`src/rtl/usrt_tx_param_pkg.sv`:
```
// usrt_pkg: shared definitions for the parametrised USRT transmitter.
//   state_e     serialiser FSM state encoding
//   PAR_*       parity mode selectors for the PARITY_MODE parameter
package usrt_pkg;

  typedef enum logic [2:0] {
    IDLE   = 3'd0,
    START  = 3'd1,
    DATA   = 3'd2,
    PARITY = 3'd3,
    STOP   = 3'd4
  } state_e;

  localparam int PAR_NONE = 0;
  localparam int PAR_EVEN = 1;
  localparam int PAR_ODD  = 2;

endpackage

```
`src/rtl/usrt_tx_fifo.sv`:
```
// usrt_tx_fifo: synchronous show-ahead FIFO in front of the serialiser.
// Built only when USRT_TX_FIFO_EN is defined.
//   clk_i, rst_ni         clock, async active-low reset (empties the FIFO)
//   wr_en_i, wr_data_i    push (caller guarantees !full_o)
//   rd_en_i, rd_data_o    pop; rd_data_o is the head word, valid when !empty_o
//   full_o, empty_o       occupancy flags
//   level_o               number of stored words
`ifdef USRT_TX_FIFO_EN
module usrt_tx_fifo #(
  parameter int DATA_W = 8,
  parameter int DEPTH  = 4
) (
  input  logic                      clk_i,
  input  logic                      rst_ni,
  input  logic                      wr_en_i,
  input  logic [DATA_W-1:0]         wr_data_i,
  input  logic                      rd_en_i,
  output logic [DATA_W-1:0]         rd_data_o,
  output logic                      full_o,
  output logic                      empty_o,
  output logic [$clog2(DEPTH):0]    level_o
);
  localparam int PTR_W = $clog2(DEPTH);

  logic [DATA_W-1:0] mem_q [DEPTH];
  logic [PTR_W:0]    wr_ptr_q, wr_ptr_d;
  logic [PTR_W:0]    rd_ptr_q, rd_ptr_d;

  // Pointers carry one extra wrap bit so full and empty are distinguishable.
  assign level_o   = wr_ptr_q - rd_ptr_q;
  assign full_o    = (level_o == (PTR_W+1)'(DEPTH));
  assign empty_o   = (level_o == '0);
  assign rd_data_o = mem_q[rd_ptr_q[PTR_W-1:0]];

  always_comb begin
    wr_ptr_d = wr_ptr_q;
    rd_ptr_d = rd_ptr_q;
    if (wr_en_i && !full_o)  wr_ptr_d = wr_ptr_q + (PTR_W+1)'(1);
    if (rd_en_i && !empty_o) rd_ptr_d = rd_ptr_q + (PTR_W+1)'(1);
  end

  always_ff @(posedge clk_i or negedge rst_ni) begin
    if (!rst_ni) begin
      wr_ptr_q <= '0;
      rd_ptr_q <= '0;
    end else begin
      wr_ptr_q <= wr_ptr_d;
      rd_ptr_q <= rd_ptr_d;
    end
  end

  always_ff @(posedge clk_i) begin
    if (wr_en_i && !full_o) mem_q[wr_ptr_q[PTR_W-1:0]] <= wr_data_i;
  end

endmodule
`endif

```
`src/rtl/usrt_tx_param.sv`:
```
// usrt_tx_param: parametrised USRT serial transmitter.
// Frame on SO: start(0), DATA_W data bits, optional parity, STOP_BITS stop(1);
// every bit is held BAUD_DIV clocks.
//   CLOCK, RESET_N   clock, async active-low reset
//   SEND, TX_DATA    word transfers on an edge with SEND && READY
//   READY            word can be accepted this cycle
//   SO               registered serial output, idles high
//   NINTO            high from start bit through last stop bit
//   DONE             one-cycle pulse after a completed frame
//   FIFO_LEVEL       input FIFO occupancy (USRT_TX_FIFO_EN only)
// Build option: define USRT_TX_FIFO_EN to put a FIFO_DEPTH-entry FIFO in
// front of the serialiser.
module usrt_tx_param
  import usrt_pkg::*;
#(
  parameter int DATA_W      = 8,
  parameter int PARITY_MODE = 0,
  parameter int STOP_BITS   = 1,
  parameter int BAUD_DIV    = 1,
  parameter int MSB_FIRST   = 0,
  parameter int FIFO_DEPTH  = 4
) (
  input  logic                          CLOCK,
  input  logic                          RESET_N,
  input  logic                          SEND,
  input  logic [DATA_W-1:0]             TX_DATA,
  output logic                          READY,
  output logic                          SO,
  output logic                          NINTO,
  output logic                          DONE
`ifdef USRT_TX_FIFO_EN
 ,output logic [$clog2(FIFO_DEPTH):0]   FIFO_LEVEL
`endif
);
  localparam int STOP_CLKS = STOP_BITS * BAUD_DIV;
  localparam int CNT_W     = ($clog2(STOP_CLKS) < 1) ? 1 : $clog2(STOP_CLKS);
  localparam int BIT_W     = $clog2(DATA_W);

  localparam logic [CNT_W-1:0] BAUD_LD  = CNT_W'(BAUD_DIV - 1);
  localparam logic [CNT_W-1:0] STOP_LD  = CNT_W'(STOP_CLKS - 1);
  localparam logic [CNT_W-1:0] CNT_ONE  = CNT_W'(1);
  localparam logic [BIT_W-1:0] BIT_LAST = BIT_W'(DATA_W - 1);
  localparam logic [BIT_W-1:0] BIT_ONE  = BIT_W'(1);

  state_e            state_q;
  logic [CNT_W-1:0]  baud_q;
  logic [BIT_W-1:0]  bit_q;
  logic [DATA_W-1:0] sh_q;
  logic              par_q;
  logic              so_q, ninto_q, done_q;

  logic              go;
  logic [DATA_W-1:0] wdata;

`ifdef USRT_TX_FIFO_EN
  logic fifo_full, fifo_empty;

  // Serialiser pops whenever idle with data queued; the pop edge is the
  // start-bit edge.
  assign go    = (state_q == IDLE) && !fifo_empty;
  assign READY = !fifo_full;

  usrt_tx_fifo #(
    .DATA_W (DATA_W),
    .DEPTH  (FIFO_DEPTH)
  ) u_fifo (
    .clk_i     (CLOCK),
    .rst_ni    (RESET_N),
    .wr_en_i   (SEND && !fifo_full),
    .wr_data_i (TX_DATA),
    .rd_en_i   (go),
    .rd_data_o (wdata),
    .full_o    (fifo_full),
    .empty_o   (fifo_empty),
    .level_o   (FIFO_LEVEL)
  );
`else
  assign go    = SEND && (state_q == IDLE);
  assign READY = (state_q == IDLE);
  assign wdata = TX_DATA;
`endif

  // Parity is taken from the word as accepted, not from the shifting copy.
  logic par_bit;
  assign par_bit = (PARITY_MODE == PAR_ODD) ? ~(^wdata) : ^wdata;

  logic              nxt_bit;
  logic [DATA_W-1:0] sh_nxt;
  assign nxt_bit = (MSB_FIRST != 0) ? sh_q[DATA_W-1] : sh_q[0];
  assign sh_nxt  = (MSB_FIRST != 0) ? {sh_q[DATA_W-2:0], 1'b0}
                                    : {1'b0, sh_q[DATA_W-1:1]};

  always_ff @(posedge CLOCK or negedge RESET_N) begin
    if (!RESET_N) begin
      state_q <= IDLE;
      baud_q  <= '0;
      bit_q   <= '0;
      sh_q    <= '0;
      par_q   <= 1'b0;
      so_q    <= 1'b1;
      ninto_q <= 1'b0;
      done_q  <= 1'b0;
    end else begin
      done_q <= 1'b0;
      case (state_q)
        IDLE: begin
          so_q <= 1'b1;
          if (go) begin
            sh_q    <= wdata;
            par_q   <= par_bit;
            so_q    <= 1'b0;
            ninto_q <= 1'b1;
            baud_q  <= BAUD_LD;
            state_q <= START;
          end
        end
        START: begin
          if (baud_q != '0) baud_q <= baud_q - CNT_ONE;
          else begin
            so_q    <= nxt_bit;
            sh_q    <= sh_nxt;
            bit_q   <= '0;
            baud_q  <= BAUD_LD;
            state_q <= DATA;
          end
        end
        DATA: begin
          if (baud_q != '0) baud_q <= baud_q - CNT_ONE;
          else if (bit_q == BIT_LAST) begin
            if (PARITY_MODE != PAR_NONE) begin
              so_q    <= par_q;
              baud_q  <= BAUD_LD;
              state_q <= PARITY;
            end else begin
              so_q    <= 1'b1;
              baud_q  <= STOP_LD;
              state_q <= STOP;
            end
          end else begin
            so_q   <= nxt_bit;
            sh_q   <= sh_nxt;
            bit_q  <= bit_q + BIT_ONE;
            baud_q <= BAUD_LD;
          end
        end
        PARITY: begin
          if (baud_q != '0) baud_q <= baud_q - CNT_ONE;
          else begin
            so_q    <= 1'b1;
            baud_q  <= STOP_LD;
            state_q <= STOP;
          end
        end
        STOP: begin
          // The whole stop span is one countdown of STOP_BITS*BAUD_DIV clocks.
          if (baud_q != '0) baud_q <= baud_q - CNT_ONE;
          else begin
            so_q    <= 1'b1;
            ninto_q <= 1'b0;
            done_q  <= 1'b1;
            state_q <= IDLE;
          end
        end
        default: begin
          state_q <= IDLE;
          baud_q  <= '0;
          bit_q   <= '0;
          sh_q    <= '0;
          par_q   <= 1'b0;
          so_q    <= 1'b1;
          ninto_q <= 1'b0;
          done_q  <= 1'b0;
        end
      endcase
    end
  end

  assign SO    = so_q;
  assign NINTO = ninto_q;
  assign DONE  = done_q;

endmodule

```
`config.mk`:
```
export PLATFORM = sky130hd
export DESIGN_NAME = usrt_tx_param
export DESIGN_NICKNAME = d
export VERILOG_FILES = /design/src/rtl/usrt_tx_param_pkg.sv /design/src/rtl/usrt_tx_fifo.sv /design/src/rtl/usrt_tx_param.sv
export SDC_FILE = /design/constraint.sdc
export NUM_CORES = 1
export LEC_CHECK = 0
export ABC_AREA = 1
export CAP_MARGIN = 10
export CORE_MARGIN = 2
export CORE_UTILIZATION = 55
export CTS_BUF_LIST = sky130_fd_sc_hd__clkbuf_4 sky130_fd_sc_hd__clkbuf_8
export CTS_CLUSTER_SIZE = 40
export DETAILED_ROUTE_END_ITERATION = 8
export DONT_BUFFER_PORTS = 1
export PLACE_DENSITY = 0.84
export REMOVE_ABC_BUFFERS = 1
export SYNTH_ARGS = -nofsm -noshare
export SYNTH_HDL_FRONTEND = slang
export SYNTH_HIERARCHICAL = 1
export SYNTH_SLANG_ARGS = --single-unit
```
`constraint.sdc`:
```
create_clock -name CLOCK -period 1.27 [get_ports CLOCK]
set_clock_uncertainty 0.05 [all_clocks]
set_input_delay 0.254 -clock CLOCK [delete_from_list [all_inputs] [get_ports CLOCK]]
set_output_delay 0.254 -clock CLOCK [all_outputs]
set_load 0.05 [all_outputs]
```
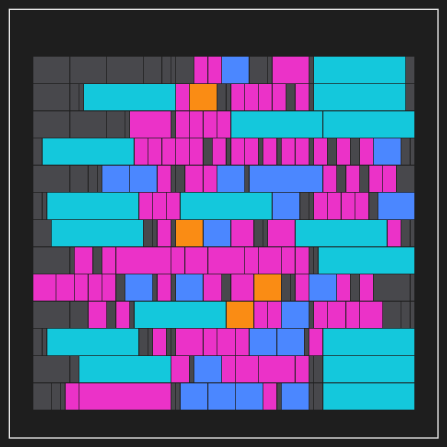
**Above:** run 1 (cells coloured by class).
(10 px per um) Fill, decap, tap and diode cells in grey.
class	colour	cells	share of their area
remaining logic cells	magenta	89	41%
remaining buffers and delay cells	blue	20	16%
registers	cyan	17	41%
clock drivers and dummy loads	orange	4	2.9%

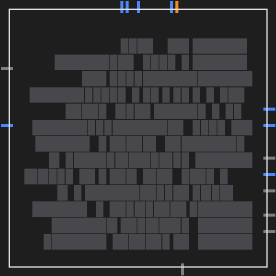
**Above:** run 1 (I/O pins on the die edge).
(6 px per um) Pins as bars across the die edge, other pins in grey.
port	colour	pins	direction	edge
`READY`	orange	1	output	top
`TX_DATA`	blue	8	input	4 top, 3 right, 1 left
Die X-Extent: 42.72 um
die height: 42.72 um
input/output buffers: 0

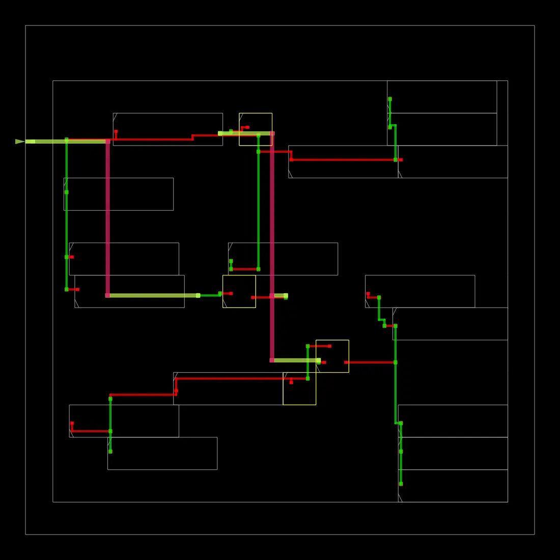
**Above:** run 1 (clock nets).
clk pwr: 0.308 mW
insertion delay at the late pin of the worst-skew pair: 290 ps
flop count: 17
number of buffers created by CTS: 3

[run 1: power by group]
| group | internal [mW] | switching [mW] | total [mW] | leakage [nW] |
|---|---|---|---|---|
| clock network | 0.144 | 0.165 | 0.308 | 0.0184 |
| registers | 0.759 | 0.231 | 0.990 | 0.217 |
| logic | 0.668 | 0.858 | 1.53 | 0.377 |
[run 1: cell families (layout without fill, tap and decap cells)]
| group | count (synthesis) | after routing | synth area share, % |
|---|---|---|---|
| flip-flops | 17 | 17 | 51.75 |
| AND/OR/NAND/NOR | 69 | 69 | 35.21 |
| AND-OR/OR-AND | 8 | 8 | 5.462 |
| buffers and inverters | 10 | 34 | 4.553 |
| adder cells (fa/ha/maj) | 2 | 2 | 3.034 |
[run 1: stage by stage]
step                instances  util, %
floorplan                 106        -
global placement          134    70.62
detailed placement        134    70.62
CTS                       144    78.41
global route              145    79.15
finish                    145    79.15
[run 1: sequential cells by signal, summed over array words and instances, names as in the netlist]
| name | count |
|---|---|
| DONE | 1 |
| state_q | 3 |
| SO | 1 |
| bit_q | 3 |
| NINTO | 1 |
| sh_q | 8 |
[run 1: metal layers]
metal	routed length [um]	up-vias	GRT usage [%]
met5	0	-	0
met4	31	0	7.500
met3	117	5	3.830
met2	920	34	38.18
met1	814	350	28.57
li1	-	380	-
[run 1: what timing repair did]
action                                  in CTS  in global routing
cloned                                       0                  0
buffers inserted                             6                  1
resized                                      9                  1
pin swaps                                   11                  9
hold buffers                                 1                  0
endpoints found under the setup margin      15                 15
hold endpoints to repair                    17                  0
[run 1: area by class of cell]
class                      count  area share [%]
tap                           15           1.756
sequential                    17           39.93
timing repair buffer          20           15.46
multi-input combinational     79           36.53
clock buffer                   4           2.810
inverter                      10           3.513
==> tab_implementation.tex, run 1 <==
% Table of physical implementation metrics
\begin{tabular}{lr}
\hline
Metric & Value \\
\hline
\multicolumn{2}{l}{\textbf{Setup path}} \\
\quad CP Capture Point & sh\_q[0]\$\_DFFE\_PN0P\_ \\
\quad Maximum single-stage delay on the critical path & 400 ps \\
\quad CP dominant cell by count & sky130\_fd\_sc\_hd\_\_nand2\_1 \\
\quad Slack of the worst reg-to-reg path & -240 ps \\
\quad Type of element capturing the critical path & register \\
\quad Critical path's slowest cell & sky130\_fd\_sc\_hd\_\_dfrtp\_1 \\
\quad Cell depth of the worst flop-to-flop path & 7 \\
\quad Launching point of the worst reg2reg path & bit\_q[0]\$\_DFFE\_PN0P\_ \\
\quad Cell type group with the largest total delay on the critical path & simple AND/OR/NAND/NOR gates \\
\quad Capturing point of the worst reg2reg path & sh\_q[0]\$\_DFFE\_PN0P\_ \\
\quad CP Depth & 7 \\
\quad Startpoint Class & register \\
\quad CP Max Fanout & 7 \\
\multicolumn{2}{l}{\textbf{Yosys}} \\
\quad Number of register bits inferred by synthesis & 17 \\
\quad Cell types with the largest area share after synthesis & sky130\_fd\_sc\_hd\_\_dfrtp\_1 49\%, sky130\_fd\_sc\_hd\_\_nand2\_1 25\%, sky130\_fd\_sc\_hd\_\_inv\_1 3.6\%, sky130\_fd\_sc\_hd\_\_dfstp\_2 3.2\%, sky130\_fd\_sc\_hd\_\_ha\_1 3.0\% \\
\quad Most common flop cell mapped by yosys & sky130\_fd\_sc\_hd\_\_dfrtp\_1 \\
\quad Number of cells in Yosys stat & 106 \\
\quad Count of cell types in the netlist & 17 \\
\quad Most frequently used cell type in the post-synthesis netlist & sky130\_fd\_sc\_hd\_\_nand2\_1 \\
\quad Area of the mapped netlist & 824.5 um2 \\
\quad Post-synth seq share & 51.75\% \\
\quad Warnings from Yosys & 6 \\
\quad Area share of the largest cell type after synthesis & 48.56\% \\
\quad Post-synth EDFFs & 0 \\
\quad Library cell occupying the most area in the post-synthesis netlist & sky130\_fd\_sc\_hd\_\_dfrtp\_1 \\
\quad Syn Area/Cell & 7.779 um2 \\
\multicolumn{2}{l}{\textbf{Min path}} \\
\quad Hold path start & SEND \\
\quad Hold Path Cell Cnt & 2 \\
\quad Class of the worst hold path & in -> reg \\
\quad Capture endpoint of the worst hold path & state\_q[0]\$\_DFFE\_PN0P\_ \\
\multicolumn{2}{l}{\textbf{STA}} \\
\quad Hold violation total from the final report & 0 \\
\quad Min Hold Slack & 78.80 ps \\
\quad Sum of negative setup slack & -2491 ps \\
\quad Unrepaired setup endpoints after global routing & yes \\
\quad Part of the cycle the worst path needs & 118.9\% \\
\quad Slew Limit Fails & 0 \\
\quad Final setup margin & -240.4 ps \\
\quad Worst slew slack as a fraction of its limit & 49.48\% \\
\quad Period minus WS final & 1510 ps \\
\quad Total setup violations reported at the end of the flow & 14 \\
\quad Slew at the pin with the worst max-slew slack & 755.3 ps \\
\quad Maximum clock rate & 662.1 MHz \\
\multicolumn{2}{l}{\textbf{Final layout}} \\
\quad Most frequent cells in the layout & 53 x sky130\_fd\_sc\_hd\_\_nand2\_1, 18 x sky130\_fd\_sc\_hd\_\_buf\_4, 16 x sky130\_fd\_sc\_hd\_\_dfrtp\_1 \\
\quad Final cell area excluding filler cells & 0.001069 mm2 \\
\quad Sequential cell area in the final layout & 426.7 um2 \\
\quad Post-layout nets & 144 \\
\quad Layout cell share with drive strength beyond 1 & 27.69\% \\
\quad Number of filler cells placed in the layout & 84 \\
\quad Area added between synthesis and finish & 29.59\% \\
\quad Number of antenna cells inserted & 0 \\
\multicolumn{2}{l}{\textbf{GRT}} \\
\quad Vias in the first global route & 699 \\
\quad Global Route Usage Sum & 22.43\% \\
\quad Wire length of the first global-routing pass & 3008 um \\
\quad Sum of overflow across all layers after global routing & 0 \\
\quad Pin count of the biggest net entering global routing & 18 \\
\multicolumn{2}{l}{\textbf{Power}} \\
\quad Leakage power summed over all cells & 0.6125 nW \\
\quad Pwr dens & 2643 mW/mm2 \\
\quad Maximum vdd ir drop & 1.521 mV \\
\multicolumn{2}{l}{\textbf{Detailed routing}} \\
\quad Wirelength, routed & 1884 um \\
\quad DR vias & 769 \\
\quad Ratio of routed vias to standard cells & 5.303 \\
\quad Initial DRT Pass Iterations & 4 \\
\quad WL per Instance & 12.99 um \\
\multicolumn{2}{l}{\textbf{Floorplan}} \\
\quad Ports & 15 \\
\quad DIE AREA & 0.001825 mm2 \\
\quad Share of the core filled by cells before placement & 61.08\% \\
\multicolumn{2}{l}{\textbf{CTS}} \\
\quad H-tree Lvls & 1 \\
\quad Num Clock Sinks & 17 \\
\quad Clock slew seen by the registers of the worst setup and hold paths & 90 ps \\
\quad Buffer cell driving the clock tree root & sky130\_fd\_sc\_hd\_\_clkbuf\_4 \\
\quad Buffers from clock root to sink, at most & 2 \\
\quad TritonCTS clock tree & done \\
\multicolumn{2}{l}{\textbf{Flow run}} \\
\quad Max-cap violations & 0 \\
\quad Warning total across the stage logs & 27 \\
\multicolumn{2}{l}{\textbf{Placement}} \\
\quad Pre-CTS worst setup slack & -298.8 ps \\
\quad Cell area after placement & 953.4 um2 \\
\quad Post-DP HPWL & 1206 um \\
\quad Final weighted congestion in routability-driven placement & 0.7362 \\
\multicolumn{2}{l}{\textbf{Outcome}} \\
\quad Violated checks & setup timing \\
\quad Result of the run & finished, violations left \\
\hline
\end{tabular}
**Run 1: clock distribution**

(12 px per um)
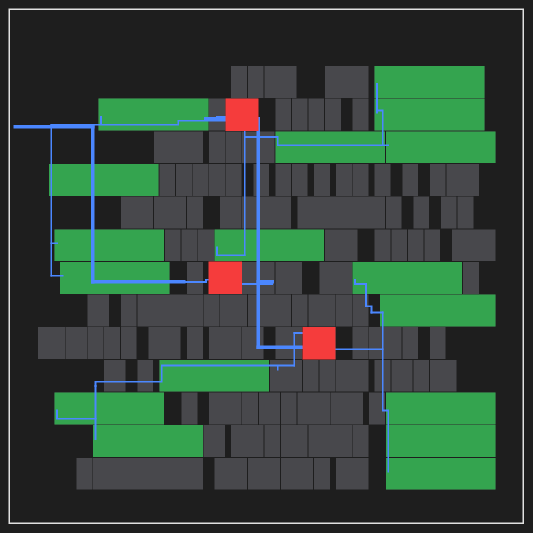

==> inputs of run 2 (changes only) <==
--- a/config.mk
+++ b/config.mk
@@ -14,8 +14,8 @@
 export DETAILED_ROUTE_END_ITERATION = 8
 export DONT_BUFFER_PORTS = 1
 export PLACE_DENSITY = 0.84
-export REMOVE_ABC_BUFFERS = 1
 export SYNTH_ARGS = -nofsm -noshare
 export SYNTH_HDL_FRONTEND = slang
 export SYNTH_HIERARCHICAL = 1
 export SYNTH_SLANG_ARGS = --single-unit
+export TNS_END_PERCENT = 5
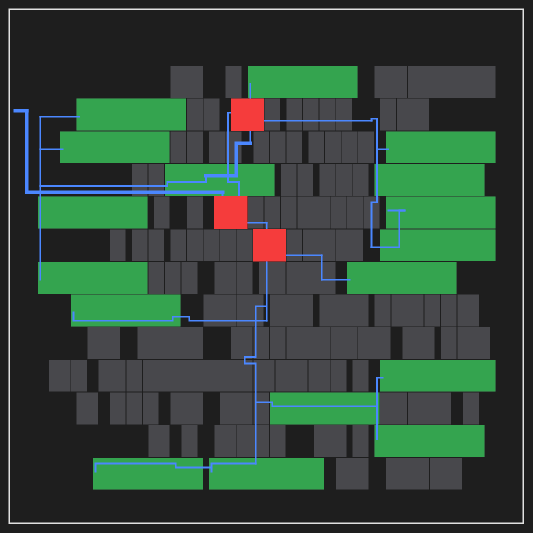
**Above:** run 2 (clock distribution).
(12 px per um)
[clock wires] blue | length: 195 um
[clock-net drivers] red | count: 3
[flip-flops] green | count: 17
routed clock nets	4
power share of the clock group: 10.5%
clk pwr: 0.292 mW

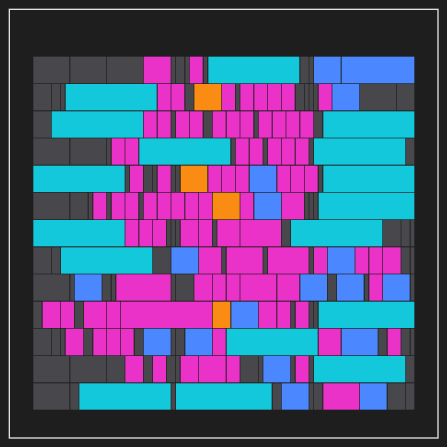
**Above:** run 2 (cells coloured by class).
(10 px per um) Fill, decap, tap and diode cells in grey.
class	colour	cells	share of their area
clock drivers and dummy loads	orange	4	2.6%
remaining buffers and delay cells	blue	18	14%
remaining logic cells	magenta	89	42%
registers	cyan	17	41%

==> run 2 against run 1 <==
Against the previous run: the run still ends with setup timing left; utilization fell by 0.74 points; count of clock-buffer cells in the layout is 1 lower; routed wire length rose by 1.6%.
==> tab_implementation.tex, run 2 <==
% Table of physical implementation metrics
\begin{tabular}{lr}
\hline
Metric & Value \\
\hline
\multicolumn{2}{l}{\textbf{Outcome}} \\
\quad Result of the run & finished, violations left \\
\quad Violated checks & setup timing \\
\multicolumn{2}{l}{\textbf{Yosys}} \\
\quad Simple-Gate Fraction of Synth Area & 35.20\% (unchanged) \\
\quad Most common flop cell mapped by yosys & sky130\_fd\_sc\_hd\_\_dfrtp\_1 \\
\quad Cell types with the largest area share after synthesis & sky130\_fd\_sc\_hd\_\_dfrtp\_1 49\%, sky130\_fd\_sc\_hd\_\_nand2\_1 25\%, sky130\_fd\_sc\_hd\_\_inv\_1 3.6\%, sky130\_fd\_sc\_hd\_\_dfstp\_2 3.2\%, sky130\_fd\_sc\_hd\_\_ha\_1 3.0\% \\
\quad Library cell occupying the most area in the post-synthesis netlist & sky130\_fd\_sc\_hd\_\_dfrtp\_1 \\
\quad Post-synth seq share & 51.75\% (unchanged) \\
\quad Warnings from Yosys & 6 (unchanged) \\
\quad Post-synthesis share of cell area spent on xor and xnor gates & 0\% (unchanged) \\
\quad Post-synth EDFFs & 0 (unchanged) \\
\quad Area of the mapped netlist & 824.5 um2 (unchanged) \\
\quad Biggest combinational cell group after synthesis & simple AND/OR/NAND/NOR gates \\
\quad Count of cell types in the netlist & 17 (unchanged) \\
\quad Post-synthesis mux area share & 0\% (unchanged) \\
\quad Number of cells in Yosys stat & 106 (unchanged) \\
\multicolumn{2}{l}{\textbf{Setup path}} \\
\quad Startpoint Class & register \\
\quad Type of element capturing the critical path & register \\
\quad Critical path's slowest cell & sky130\_fd\_sc\_hd\_\_dfrtp\_1 \\
\quad CP dominant cell by count & sky130\_fd\_sc\_hd\_\_nand2\_1 \\
\quad CP Max Fanout & 7 (unchanged) \\
\quad Cell type group with the largest total delay on the critical path & simple AND/OR/NAND/NOR gates \\
\multicolumn{2}{l}{\textbf{Final layout}} \\
\quad Most frequent cells in the layout & 53 x sky130\_fd\_sc\_hd\_\_nand2\_1, 16 x sky130\_fd\_sc\_hd\_\_buf\_4, 14 x sky130\_fd\_sc\_hd\_\_dfrtp\_1 \\
\quad Number of filler cells placed in the layout & 90 (+7.1\%) \\
\quad Sequential cell area in the final layout & 429.2 um2 (+0.59\%) \\
\quad Number of cells in the finished layout apart from fillers & 143 (-1.4\%) \\
\quad Area added between synthesis and finish & 28.38\% \\
\quad Post-layout nets & 142 (-1.4\%) \\
\quad Layout cell share with drive strength beyond 1 & 28.13\% (+0.43 points) \\
\multicolumn{2}{l}{\textbf{Detailed routing}} \\
\quad Sum of met3 wire segment lengths after detailed routing & 122 um (+4.3\%) \\
\quad Uppermost signal routing layer after detailed routing & met4 \\
\quad Wirelength, routed & 1915 um (+1.6\%) \\
\quad Ratio of routed vias to standard cells & 5.357 (+1.0\%) \\
\quad WL per Instance & 13.39 um (+3.1\%) \\
\quad Initial DRT Pass Iterations & 5 (+1) \\
\multicolumn{2}{l}{\textbf{Placement}} \\
\quad Input/output buffers & 0 (unchanged) \\
\quad Final weighted congestion in routability-driven placement & 0.7855 (+6.7\%) \\
\quad Cell area after placement & 973.4 um2 (+2.1\%) \\
\quad Pre-CTS worst setup slack & -170.3 ps (+128.5 ps) \\
\quad Total instance count after detailed placement & 133 (-0.75\%) \\
\quad Post-DP HPWL & 1237 um (+2.6\%) \\
\multicolumn{2}{l}{\textbf{CTS}} \\
\quad Total setup buffers inserted after CTS & 5 (-1) \\
\quad Buffer cell driving the clock tree root & sky130\_fd\_sc\_hd\_\_clkbuf\_4 \\
\quad Clock slew seen by the registers of the worst setup and hold paths & 100 ps (about the same) \\
\quad Buffers from clock root to sink, at most & 2 (unchanged) \\
\quad Post-cts gate resize count & 4 (-5) \\
\quad Number of hold buffers added after CTS & 1 (unchanged) \\
\multicolumn{2}{l}{\textbf{STA}} \\
\quad Hold violation total from the final report & 0 (unchanged) \\
\quad Sum of negative setup slack & -2095 ps (+395.6 ps) \\
\quad Unrepaired setup endpoints after global routing & yes \\
\quad Maximum clock rate & 683.9 MHz (+3.3\%) \\
\quad Total setup violations reported at the end of the flow & 14 (unchanged) \\
\quad Part of the cycle the worst path needs & 115.1\% (-3.8 points) \\
\quad Period minus WS final & 1462 ps (-48.16 ps) \\
\quad Final setup margin & -192.2 ps (+48.16 ps) \\
\multicolumn{2}{l}{\textbf{Floorplan}} \\
\quad DIE AREA & 0.001825 mm2 (unchanged) \\
\quad Die height & 42.72 um (unchanged) \\
\quad Die X-Extent & 42.72 um (unchanged) \\
\quad Share of the core filled by cells before placement & 61.08\% (unchanged) \\
\quad Ports & 15 (unchanged) \\
\multicolumn{2}{l}{\textbf{GRT}} \\
\quad Grt peak-use layer & met2 \\
\quad Met1 Resource Use GR & 33.61\% (+5.0 points) \\
\quad Met2 Use GR & 38.18\% (unchanged) \\
\quad Sum of overflow across all layers after global routing & 0 (unchanged) \\
\multicolumn{2}{l}{\textbf{Flow run}} \\
\quad Max-cap violations & 0 (unchanged) \\
\quad Warning total across the stage logs & 29 (+7.4\%) \\
\multicolumn{2}{l}{\textbf{Power}} \\
\quad Pwr dens & 2627 mW/mm2 (-0.61\%) \\
\multicolumn{2}{l}{\textbf{Min path}} \\
\quad Class of the worst hold path & in -> reg \\
\hline
\end{tabular}
[run 2: cell counts after synthesis]
Identical to the previous run, type by type.
[run 2: cell type report]
type                       instances  share of cell area (%)
clock buffer                       3                   2.128
clock inverter                     1                  0.4728
inverter                          10                   3.546
multi-input combinational         79                   37.35
sequential                        17                   40.54
tap                               15                   1.773
timing repair buffer              18                   14.18
[run 2: final timing paths]
kind	start	end	slack (ps)	cells after the start
min	SEND	state_q[0]$_DFFE_PN0P_	100	2
max	bit_q[1]$_DFFE_PN0P_	sh_q[0]$_DFFE_PN0P_	-190	7
min reg2reg	sh_q[3]$_DFFE_PN0P_	sh_q[3]$_DFFE_PN0P_	450	2
max reg2reg	bit_q[1]$_DFFE_PN0P_	sh_q[0]$_DFFE_PN0P_	-190	7
min in group asynchronous	RESET_N	state_q[0]$_DFFE_PN0P_	410	1
max in group asynchronous	RESET_N	state_q[1]$_DFFE_PN0P_	270	1
[run 2: metrics by stage]
| stage | hold WS (ps) | utilization [%] | power, mW |
|---|---|---|---|
| 6_report | 98.65 | 78.41 | 2.781 |
| 5_1_grt | 84.31 | 78.41 | 2.972 |
| 3_3_place_gp | -91.25 | 72.10 | 2.239 |
| 3_5_place_dp | -91.21 | 72.10 | 2.284 |
| 4_1_cts | 70.66 | 78.31 | 2.712 |
| 2_1_floorplan | -91.59 | - | 1.783 |
[run 2: report_power, final]
| group | internal [mW] | leakage (nW) | total, mW | switching [mW] |
|---|---|---|---|---|
| Combinational | 0.630 | 0.368 | 1.48 | 0.846 |
| Sequential | 0.765 | 0.215 | 1.01 | 0.248 |
| Clock | 0.117 | 0.0177 | 0.292 | 0.175 |
| Total | 1.51 | 0.601 | 2.78 | 1.27 |
**Run 2: I/O pins on the die edge**

(6 px per um) Pins as bars across the die edge, other pins in grey.
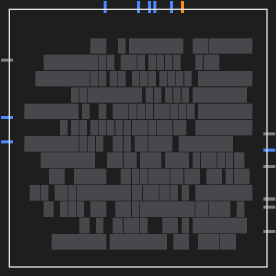

==> inputs of run 3 (changes only) <==
--- a/config.mk
+++ b/config.mk
@@ -6,16 +6,15 @@
 export NUM_CORES = 1
 export LEC_CHECK = 0
 export ABC_AREA = 1
-export CAP_MARGIN = 10
+export CAP_MARGIN = 20
 export CORE_MARGIN = 2
 export CORE_UTILIZATION = 55
 export CTS_BUF_LIST = sky130_fd_sc_hd__clkbuf_4 sky130_fd_sc_hd__clkbuf_8
 export CTS_CLUSTER_SIZE = 40
 export DETAILED_ROUTE_END_ITERATION = 8
 export DONT_BUFFER_PORTS = 1
-export PLACE_DENSITY = 0.84
+export PLACE_DENSITY = 0.81
 export SYNTH_ARGS = -nofsm -noshare
 export SYNTH_HDL_FRONTEND = slang
 export SYNTH_HIERARCHICAL = 1
 export SYNTH_SLANG_ARGS = --single-unit
-export TNS_END_PERCENT = 5
==> constraint.sdc (replaced) <==
create_clock -name CLOCK -period 1.75 [get_ports CLOCK]
set_clock_uncertainty 0.05 [all_clocks]
set_input_delay 0.35 -clock CLOCK [delete_from_list [all_inputs] [get_ports CLOCK]]
set_output_delay 0.35 -clock CLOCK [all_outputs]
set_load 0.05 [all_outputs]
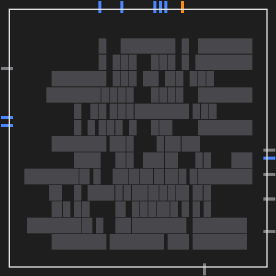
**Above:** run 3 (I/O pins on the die edge).
(6 px per um) Pins as bars across the die edge, other pins in grey.
port	colour	pins	direction	edge
`TX_DATA`	blue	8	input	5 top, 2 left, 1 right
`READY`	orange	1	output	top
all pins by edge	6 top, 5 right, 3 left, 1 bottom

==> run 3 against run 2 <==
Against the previous run: the flow now finishes without violations; sequential power fell by 28%; cell count fell by 11%; register-to-register slack gained 380 ps; critical path depth is 4 lower; critical path type is now reg -> out; largest power group is now sequential cells.
==> tab_implementation.tex, run 3 <==
% Table of physical implementation metrics
\begin{tabular}{lr}
\hline
Metric & Value \\
\hline
\multicolumn{2}{l}{\textbf{Placement}} \\
\quad Cell area after placement & 843.3 um2 (-13\%) \\
\quad Total instance count after detailed placement & 121 (-9.0\%) \\
\quad Pre-CTS worst setup slack & 206.9 ps (+377.2 ps) \\
\quad Post-DP HPWL & 1038 um (-16\%) \\
\quad Input/output buffers & 0 (unchanged) \\
\multicolumn{2}{l}{\textbf{STA}} \\
\quad Unrepaired setup endpoints after global routing & no \\
\quad Total setup violations reported at the end of the flow & 0 (-14) \\
\quad Min Hold Slack & 195.1 ps (+96.46 ps) \\
\quad Hold violation total from the final report & 0 (unchanged) \\
\quad Maximum clock rate & 606.9 MHz \\
\quad Final setup margin & 102.2 ps (+294.4 ps) \\
\quad Sum of negative setup slack & 0 ps (+2095 ps) \\
\quad Period minus WS final & 1648 ps \\
\multicolumn{2}{l}{\textbf{Final layout}} \\
\quad Most frequent cells in the layout & 54 x sky130\_fd\_sc\_hd\_\_nand2\_1, 16 x sky130\_fd\_sc\_hd\_\_dfrtp\_1, 8 x sky130\_fd\_sc\_hd\_\_inv\_1 \\
\quad Area added between synthesis and finish & 8.649\% \\
\quad Share of the core filled with cells & 66.36\% (-12 points) \\
\quad Post-layout nets & 126 (-11\%) \\
\quad Number of cells in the finished layout apart from fillers & 127 (-11\%) \\
\multicolumn{2}{l}{\textbf{CTS}} \\
\quad Buffer cell driving the clock tree root & sky130\_fd\_sc\_hd\_\_clkbuf\_4 \\
\quad Buffers from clock root to sink, at most & 2 (unchanged) \\
\quad Clock slew seen by the registers of the worst setup and hold paths & 90 ps (about the same) \\
\multicolumn{2}{l}{\textbf{Floorplan}} \\
\quad Ports & 15 (unchanged) \\
\quad Die X-Extent & 42.72 um (unchanged) \\
\quad Share of the core filled by cells before placement & 61.08\% (unchanged) \\
\multicolumn{2}{l}{\textbf{Detailed routing}} \\
\quad Initial DRT Pass Iterations & 4 (-1) \\
\quad Wirelength, routed & 1473 um (-23\%) \\
\quad WL per Instance & 11.60 um (-13\%) \\
\multicolumn{2}{l}{\textbf{Min path}} \\
\quad Class of the worst hold path & in -> reg \\
\multicolumn{2}{l}{\textbf{Yosys}} \\
\quad Post-synthesis mux area share & 0\% (unchanged) \\
\quad Post-synth EDFFs & 0 (unchanged) \\
\quad Library cell occupying the most area in the post-synthesis netlist & sky130\_fd\_sc\_hd\_\_dfrtp\_1 \\
\quad Post-synthesis share of cell area spent on xor and xnor gates & 0\% (unchanged) \\
\quad Most common flop cell mapped by yosys & sky130\_fd\_sc\_hd\_\_dfrtp\_1 \\
\quad Count of cell types in the netlist & 17 (unchanged) \\
\quad Simple-Gate Fraction of Synth Area & 35.20\% (unchanged) \\
\quad Warnings from Yosys & 6 (unchanged) \\
\quad Biggest combinational cell group after synthesis & simple AND/OR/NAND/NOR gates \\
\quad Number of cells in Yosys stat & 106 (unchanged) \\
\multicolumn{2}{l}{\textbf{Flow run}} \\
\quad Warning total across the stage logs & 26 (-10\%) \\
\quad Max-cap violations & 0 (unchanged) \\
\multicolumn{2}{l}{\textbf{Power}} \\
\quad Pwr dens & 1859 mW/mm2 (-29\%) \\
\multicolumn{2}{l}{\textbf{Setup path}} \\
\quad CP Max Fanout & 6 (-1) \\
\quad Startpoint Class & register \\
\quad Critical path's slowest cell & sky130\_fd\_sc\_hd\_\_dfrtp\_1 \\
\quad Type of element capturing the critical path & primary output \\
\multicolumn{2}{l}{\textbf{Outcome}} \\
\quad Result of the run & complete, no violations \\
\hline
\end{tabular}
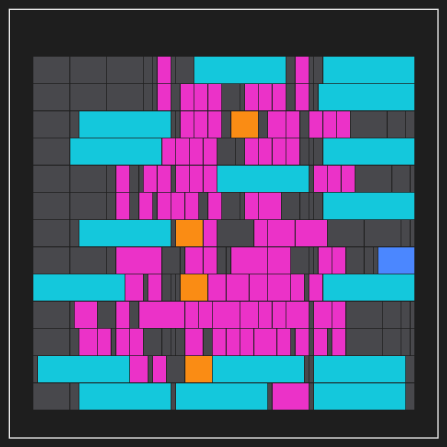
**Above:** run 3 (cells coloured by class).
(10 px per um) Fill, decap, tap and diode cells in grey.
class	colour	cells	share of their area
remaining logic cells	magenta	90	47%
remaining buffers and delay cells	blue	1	1.1%
registers	cyan	17	49%
clock drivers and dummy loads	orange	4	3.4%

[run 3: cell counts after synthesis]
No cell type changed its count.
[run 3: worst paths after layout]
kind	slack, ps	to	start	cells past startpoint
hold / removal	200	state_q[0]$_DFFE_PN0P_	SEND	2
max in group asynchronous	690	bit_q[1]$_DFFE_PN0P_	RESET_N	1
hold reg to reg	440	sh_q[1]$_DFFE_PN0P_	sh_q[1]$_DFFE_PN0P_	2
setup reg to reg	190	sh_q[4]$_DFFE_PN0P_	bit_q[0]$_DFFE_PN0P_	7
setup / recovery	100	READY	state_q[1]$_DFFE_PN0P_	3
min in group asynchronous	500	sh_q[7]$_DFFE_PN0P_	RESET_N	1
[run 3: area by class of cell]
cell class	count	area, um2
Clock buffer	4	30.03
Fill cell	106	454.2
Inverter	10	42.54
Timing Repair Buffer	1	10.01
Sequential cell	17	426.7
Tap cell	15	18.77
Timing Repair inverter	1	5.005
Multi-Input combinational cell	79	362.8
[run 3: repair_timing]
| action | 4_1_cts | 5_1_grt |
|---|---|---|
| hold endpoints to repair | 17 | 0 |
| gates cloned | 0 | 1 |
| resized | 1 | 3 |
| setup endpoints to repair | 1 | 1 |
| hold buffers | 1 | 0 |
| pin swaps | 0 | 0 |
[run 3: where the power goes]
part	internal [mW]	total (mW)	switching, mW
combinational	0.212	0.711	0.499
sequential	0.551	0.731	0.180
clock	0.104	0.224	0.120
[run 3: layer usage]
layer | part of all wire [%] | wire length, um | GRT usage, %
met5 | 0 | 0 | 0
met4 | 1.6 | 23 | 9.375
met3 | 3.9 | 58 | 4.255
met2 | 48 | 705 | 30.61
met1 | 47 | 685 | 21.92
[run 3: cell families after synthesis]
logic type	after synthesis
fa+ha+maj	2
compound gates	8
buf+inv	10
flops	17
simple gates	69

## Gallery

Signal wires on met2.
(10 px per um)
shot_01.png
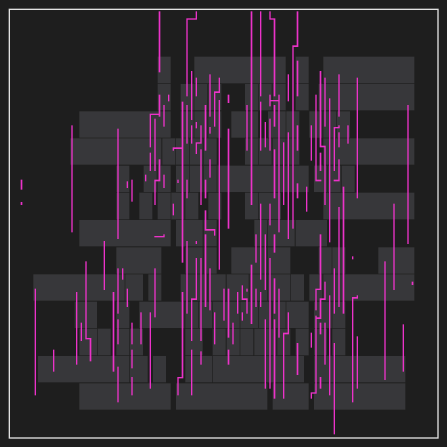
shot_02.png
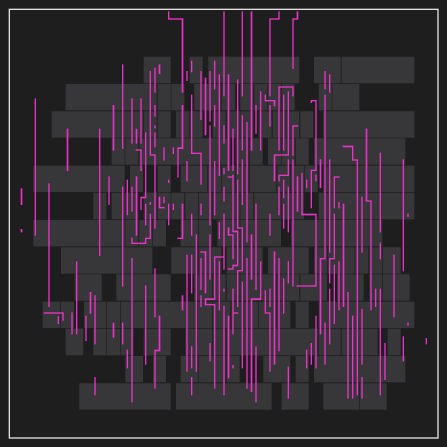
shot_01.png: run 3
shot_02.png: run 2

Power is estimated from default activity; no workload was simulated.
